File: src/rtl/fetch_pc_sequencer_pkg.sv
// ----------------------------------------------------------------------------
// fetch_pc_sequencer_pkg
//  Shared definitions for the instruction-fetch stage.
//  - Default widths and the reset PC used by fetch_pc_sequencer.
//  - Encoding of the fetch FSM, also visible on the top-level debug port.
// ----------------------------------------------------------------------------
package fetch_pc_sequencer_pkg;

   localparam int          ADDR_W_DEF   = 32;
   localparam int          INSTR_W_DEF  = 32;
   localparam logic [31:0] RESET_PC_DEF = 32'h0000_0000;

   // S_BOOT : one idle cycle after reset release, no request issued
   // S_FETCH: request outstanding at PC
   // S_HOLD : word returned while IF/ID was stalled, parked in hold buffer
   typedef enum logic [1:0] {
      S_BOOT  = 2'd0,
      S_FETCH = 2'd1,
      S_HOLD  = 2'd2
   } fetchState_t;

endpackage

File: src/rtl/fetch_pc_sequencer_if_id_reg.sv
// ----------------------------------------------------------------------------
// fetch_pc_sequencer_if_id_reg
//  IF/ID pipeline register: instruction word, its PC and a valid bit.
//  Priority per cycle: flush > load > (hold if stalled, else drain).
// Ports
//  inClk, inRstN  clock, asynchronous active-low reset
//  inFlush        redirect in progress: clear valid, even when stalled
//  inLoad         capture inInstr/inPc and mark valid
//  inStall        downstream not consuming: keep current contents
//  inInstr, inPc  data to capture on inLoad
//  outInstr, outPc, outValid  register contents
// ----------------------------------------------------------------------------
module fetch_pc_sequencer_if_id_reg #(
   parameter int ADDR_W  = 32,
   parameter int INSTR_W = 32
) (
   input  logic               inClk,
   input  logic               inRstN,
   input  logic               inFlush,
   input  logic               inLoad,
   input  logic               inStall,
   input  logic [INSTR_W-1:0] inInstr,
   input  logic [ADDR_W-1:0]  inPc,
   output logic [INSTR_W-1:0] outInstr,
   output logic [ADDR_W-1:0]  outPc,
   output logic               outValid
);

   always_ff @(posedge inClk or negedge inRstN) begin
      if (!inRstN) begin
         outInstr <= '0;
         outPc    <= '0;
         outValid <= 1'b0;
      end else if (inFlush) begin
         // Data fields are left as-is; only valid matters after a flush.
         outValid <= 1'b0;
      end else if (inLoad) begin
         outInstr <= inInstr;
         outPc    <= inPc;
         outValid <= 1'b1;
      end else if (!inStall) begin
         // Consumer took the entry and nothing new arrived.
         outValid <= 1'b0;
      end
   end

endmodule

File: src/rtl/fetch_pc_sequencer.sv
// ----------------------------------------------------------------------------
// fetch_pc_sequencer
//  Sequential instruction-fetch stage. Owns the PC, issues one word fetch at a
//  time to instruction memory, fills the IF/ID register and exposes PC+4 for
//  the jump-target unit. Jump and taken-branch redirects flush IF/ID and
//  cancel any fetch in flight.
// Ports
//  inClk, inRstN      clock, asynchronous active-low reset
//  inStall            ID hazard: IF/ID must hold its contents
//  inJumpValid/Target 1-cycle jump redirect
//  inBranchValid/Target 1-cycle taken-branch redirect (wins over jump)
//  outImemReq/Addr    fetch request and address (address = PC)
//  inImemValid/Data   memory response
//  outPostPc          PC+4 (combinational, wraps)
//  outInstr/outIfPc/outInstrValid  IF/ID contents
//  outDbgState        current fetch FSM state (fetchState_t encoding)
//
// Memory handshake: outImemReq rises with outImemAddr valid and stays high
// until the cycle inImemValid is seen (at least one cycle later); that cycle
// completes the request. If outImemReq is still high the next cycle, that is a
// new request at the then-current address. A redirect while a request is in
// flight moves the PC immediately; the in-flight response still arrives and is
// thrown away (discard), after which the fetch restarts at the new PC.
// ----------------------------------------------------------------------------
module fetch_pc_sequencer
   import fetch_pc_sequencer_pkg::*;
#(
   parameter int                ADDR_W   = ADDR_W_DEF,
   parameter int                INSTR_W  = INSTR_W_DEF,
   parameter logic [ADDR_W-1:0] RESET_PC = ADDR_W'(RESET_PC_DEF)
) (
   input  logic               inClk,
   input  logic               inRstN,
   input  logic               inStall,
   input  logic               inJumpValid,
   input  logic [ADDR_W-1:0]  inJumpTarget,
   input  logic               inBranchValid,
   input  logic [ADDR_W-1:0]  inBranchTarget,
   output logic               outImemReq,
   output logic [ADDR_W-1:0]  outImemAddr,
   input  logic               inImemValid,
   input  logic [INSTR_W-1:0] inImemData,
   output logic [ADDR_W-1:0]  outPostPc,
   output logic [INSTR_W-1:0] outInstr,
   output logic [ADDR_W-1:0]  outIfPc,
   output logic               outInstrValid,
   output logic [1:0]         outDbgState
);

   fetchState_t        state;
   logic [ADDR_W-1:0]  pc;
   logic               discard;
   logic [INSTR_W-1:0] holdBuf;

   logic               redirect;
   logic [ADDR_W-1:0]  redirTarget;
   logic [ADDR_W-1:0]  redirPc;
   logic [ADDR_W-1:0]  incPc;
   logic               ifIdFree;
   logic               loadFromMem;
   logic               loadFromHold;
   logic               ifLoad;
   logic [INSTR_W-1:0] ifInstr;

   always_comb begin
      // Redirects are ignored during the boot cycle.
      redirect     = (inBranchValid || inJumpValid) && (state != S_BOOT);
      // Branch is the older instruction, so it takes precedence.
      redirTarget  = inBranchValid ? inBranchTarget : inJumpTarget;
      redirPc      = redirTarget & ~ADDR_W'(3);
      incPc        = pc + ADDR_W'(4);
      ifIdFree     = !outInstrValid || !inStall;
      loadFromMem  = !redirect && (state == S_FETCH) && inImemValid && !discard && ifIdFree;
      loadFromHold = !redirect && (state == S_HOLD) && !inStall;
      ifLoad       = loadFromMem || loadFromHold;
      ifInstr      = loadFromHold ? holdBuf : inImemData;
   end

   assign outImemAddr = pc;
   assign outPostPc   = incPc;
   assign outDbgState = state;

   // Fetch FSM. outImemReq is registered alongside the state so it is high
   // exactly in S_FETCH.
   always_ff @(posedge inClk or negedge inRstN) begin
      if (!inRstN) begin
         state      <= S_BOOT;
         pc         <= RESET_PC;
         discard    <= 1'b0;
         holdBuf    <= '0;
         outImemReq <= 1'b0;
      end else begin
         case (state)
            S_BOOT: begin
               state      <= S_FETCH;
               outImemReq <= 1'b1;
            end

            S_FETCH: begin
               if (redirect) begin
                  pc         <= redirPc;
                  // A response arriving this same cycle closes the old request,
                  // so nothing remains to be discarded.
                  discard    <= !inImemValid;
                  outImemReq <= 1'b1;
               end else if (inImemValid) begin
                  if (discard) begin
                     // Stale response: drop it and fetch again at PC.
                     discard    <= 1'b0;
                     outImemReq <= 1'b1;
                  end else if (ifIdFree) begin
                     pc         <= incPc;
                     outImemReq <= 1'b1;
                  end else begin
                     holdBuf    <= inImemData;
                     state      <= S_HOLD;
                     outImemReq <= 1'b0;
                  end
               end
            end

            S_HOLD: begin
               // PC still names the buffered word until it moves into IF/ID.
               if (redirect) begin
                  pc         <= redirPc;
                  state      <= S_FETCH;
                  outImemReq <= 1'b1;
               end else if (!inStall) begin
                  pc         <= incPc;
                  state      <= S_FETCH;
                  outImemReq <= 1'b1;
               end
            end

            default: begin
               state      <= S_BOOT;
               outImemReq <= 1'b0;
            end
         endcase
      end
   end

   fetch_pc_sequencer_if_id_reg #(
      .ADDR_W  (ADDR_W),
      .INSTR_W (INSTR_W)
   ) uIfId (
      .inClk    (inClk),
      .inRstN   (inRstN),
      .inFlush  (redirect),
      .inLoad   (ifLoad),
      .inStall  (inStall),
      .inInstr  (ifInstr),
      .inPc     (pc),
      .outInstr (outInstr),
      .outPc    (outIfPc),
      .outValid (outInstrValid)
   );

endmodule

File: config.mk
export PLATFORM = sky130hd
export DESIGN_NAME = fetch_pc_sequencer
export DESIGN_NICKNAME = d
export VERILOG_FILES = /design/src/rtl/fetch_pc_sequencer_pkg.sv /design/src/rtl/fetch_pc_sequencer_if_id_reg.sv /design/src/rtl/fetch_pc_sequencer.sv
export SDC_FILE = /design/constraint.sdc
export NUM_CORES = 1
export LEC_CHECK = 0
export CAP_MARGIN = 20
export CORE_AREA = 2 2 131 133
export DETAILED_ROUTE_END_ITERATION = 6
export DIE_AREA = 0 0 133 135
export PLACE_DENSITY = 0.83
export SLEW_MARGIN = 40
export SYNTH_ARGS = -nofsm -noshare
export SYNTH_HDL_FRONTEND = slang
export SYNTH_SLANG_ARGS = --single-unit
File: constraint.sdc
create_clock -name inClk -period 3.8 [get_ports inClk]
set_input_delay 0.76 -clock inClk [delete_from_list [all_inputs] [get_ports inClk]]
set_output_delay 0.76 -clock inClk [all_outputs]
set_load 0.005 [all_outputs]
Clock distribution:
The bar under the picture is 50 µm long.
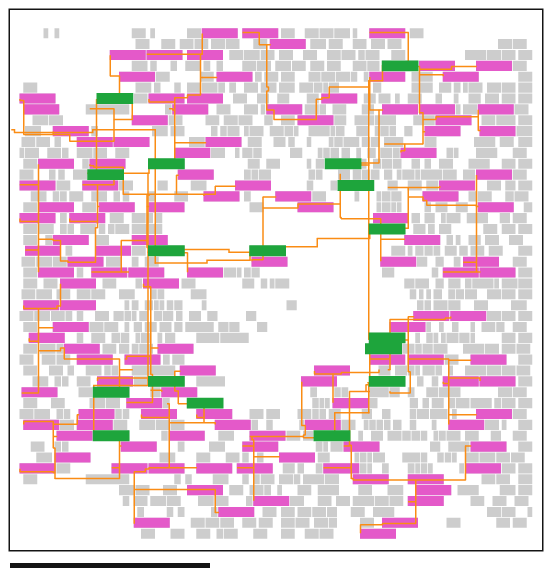
- orange: clock wires (length 1760 µm)
- magenta: flip-flops (count 129)
- green: clock-net drivers (count 17)
- routed clock nets: 18
- flops lie: widely spread
power attributed to the clock group: 1.69 mW
clock group share of total power: 34.1%

Sequential cells coloured by netlist name:
Other sequential cells in the stronger grey, the rest of the logic in the fainter grey.
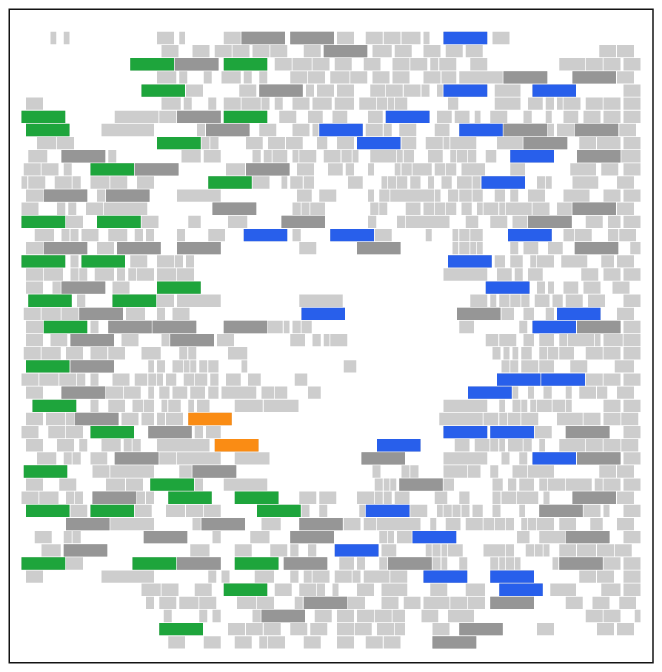
- green: `holdBuf` (placed flops 32)
- blue: `outImemAddr` (placed flops 30)
- orange: `outDbgState` (placed flops 2)
Power Sequential: 1.88 mW
register cell area after layout: 3230 µm²
final core utilization: 59.6%
sequential share of cell area: 33.0%

Ports around the boundary:
Pins as bars across the die edge, other pins in grey.
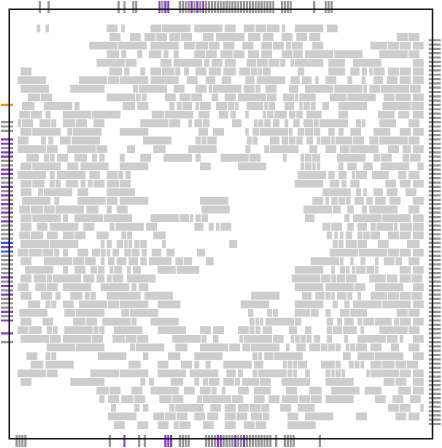
- blue: `outDbgState` (pins 2; direction output; edge left)
- orange: `inClk` (pins 1; direction input; edge left)
- purple: `outInstr` (pins 32; direction output; edge 18 left, 8 bottom, 6 top)
- all pins by edge: 90 right, 51 top, 49 left, 44 bottom
die outline width: 133 µm
Die Y-Extent: 135 µm
I/O Buffers: 223

Met4 routing:
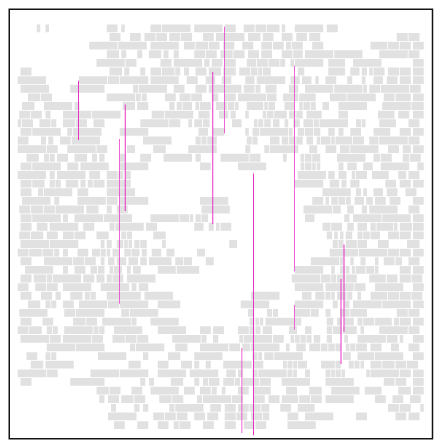
- wire length on this layer: 419 µm
- main direction: vertical
total number of vias: 5789
Detailed Route WL: 19500 µm

Routing congestion:
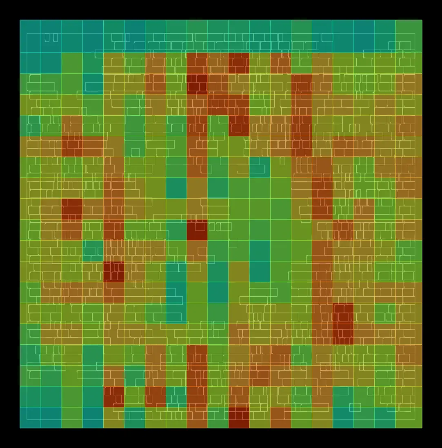
Routed wire per std cell: 18.1 µm
routing usage on met1: 27.2%
met3 global-route usage: 6.94%

==> results_slide.txt <==
Implementation Results

Status
  – Result of the run: finished, final reports clean

Timing
  – Setup TNS: 0 ns
  – Setup violators final: 0
  – Max Clock Skew: 0.00720 ns
  – Final worst path period share: 97.5%
  – Setup repair after global routing missed its margin: true
  – Pins over their slew limit: 0
  – Final Hold Slack: 0.360 ns

Cells and area
  – Comb area share: 33.7%
  – Cell area after layout: 9780 µm²
  – Ratio of cells with drive above 1 in the final layout: 14.7%
  – Combinational gate area: 3300 µm²
  – Final standard cell count with taps included and fillers excluded: 1077
  – Layout non-clock buf frac: 23.9%
  – Final #Nets: 947
  – Fillers: 1373
  – Antenna diode instance count: 0
  – Largest class: multi-input combinational cells
  – Clock buffers: 19
  – Non-clock inverter count in the final layout: 8

Logic synthesis
  – Area fraction in compound gates: 14.2%
  – Count of library flops with an enable pin: 0
  – Area fraction in full adders, half adders and majority gates: 0.183%
  – Yosys cell count: 636
  – Cell count after synthesis: 636
  – Post-synth area from yosys stat: 6820 µm²
  – Sequential fraction of the synthesis area: 47.3%
  – Post-synthesis async set-or-reset flop share: 100%
  – Average size of a mapped cell: 10.7 µm²
  – AND/OR/NAND/NOR Cells, Area Fraction: 10.6%
  – Multiplexer area fraction after synthesis: 19.0%
  – Cell taking the most area after synthesis: sky130_fd_sc_hd__dfrtp_1
  – Top cells by count, synth: sky130_fd_sc_hd__dfrtp_1, sky130_fd_sc_hd__o21ai_0, sky130_fd_sc_hd__mux2i_1
  – Yosys Warn Count: 0
  – Number of unique standard cell types used by synthesis: 63
  – Largest cells by area: sky130_fd_sc_hd__dfrtp_1, sky130_fd_sc_hd__mux2_2, sky130_fd_sc_hd__o21ai_0
  – Cell Area, Synth: 6820 µm²
  – Max-area cell share: 47.3%

Pwr
  – Fraction of power spent switching nets: 27.3%
  – Largest Pwr Group: registers
  – Flop pwr share: 38.0%
  – Power drawn by the combinational cells: 1.38 mW
  – Logic gate share of total power: 27.8%
  – Cell Int Power: 3.59 mW

Die
  – Core Region: 16400 µm²
  – # rows: 47
  – TAP cells: 220
  – Count of pins on the block boundary: 234

Setup path
  – Kind of cell with the highest combined delay on the critical path: simple AND/OR/NAND/NOR gates
  – Critical path cell sequence: ha_1 > nand3_1 > nor2_2 > nand2_2 > or3_4 > xnor2_1 > clkdlybuf4s50_1
  – Critical Path End Type: output port
  – Arr. time, crit path: 2.95 ns
  – Startpoint kind of the worst setup timing path: register
  – Maximum fanout along the worst path: 8
  – Maximum cell stage delay along the critical path: 0.55 ns
  – Crit Path Category: register to output port

Clock tree
  – Number of post-CTS setup repair buffers: 0
  – CTS Buf Count: 17
  – Clk sink count: 129
  – Count of H-tree levels built during CTS: 4
  – CTS tree: built

Detailed routing
  – Met3 wire len: 1660 µm
  – Post-route DRC: 0
  – Routed length on met1: 7990 µm
  – Amount of wire on met2 after detailed routing: 9470 µm

Place
  – Cell Count Post-Placement: 1045
  – Half-perimeter wire length after detailed placement: 13600 µm
  – Total cell area at the placement stage: 9170 µm²

Global route
  – Pin count of the biggest net entering global routing: 88
  – Met2 global-route usage: 36.8%
  – Global route hottest layer: met2
  – Global-route wire length before repair: 31100 µm
  – Global routing usage summed across all routing layers: 22.2%
  – Vias in the first global route: 5831
  – Number of antenna violations at the first check in global routing: 0
[final timing paths]
kind                            startpoint         endpoint  slack, ns  depth (start not counted)
max                         outImemAddr[2]    outPostPc[28]       0.09                          7
min                                 inRstN  uIfId.outPc[20]       0.36                          1
max reg2reg                 outDbgState[1]  uIfId.outPc[25]       1.59                          5
min reg2reg                uIfId.outPc[26]  uIfId.outPc[26]       0.49                          1
max in group asynchronous           inRstN   outImemAddr[8]       2.66                          2
min in group inClk         uIfId.outPc[26]  uIfId.outPc[26]       0.49                          1
[through the flow]
step | power (mW) | setup WS (ns)
after global routing | 5.20 | -0.0806
after CTS | 5.00 | 0.0600
after floorplan | 2.42 | 1.37
after detailed placement | 3.29 | 0.523
after global placement | 3.24 | 0.555
final | 4.94 | 0.0939
Power is estimated from default activity; no workload was simulated.
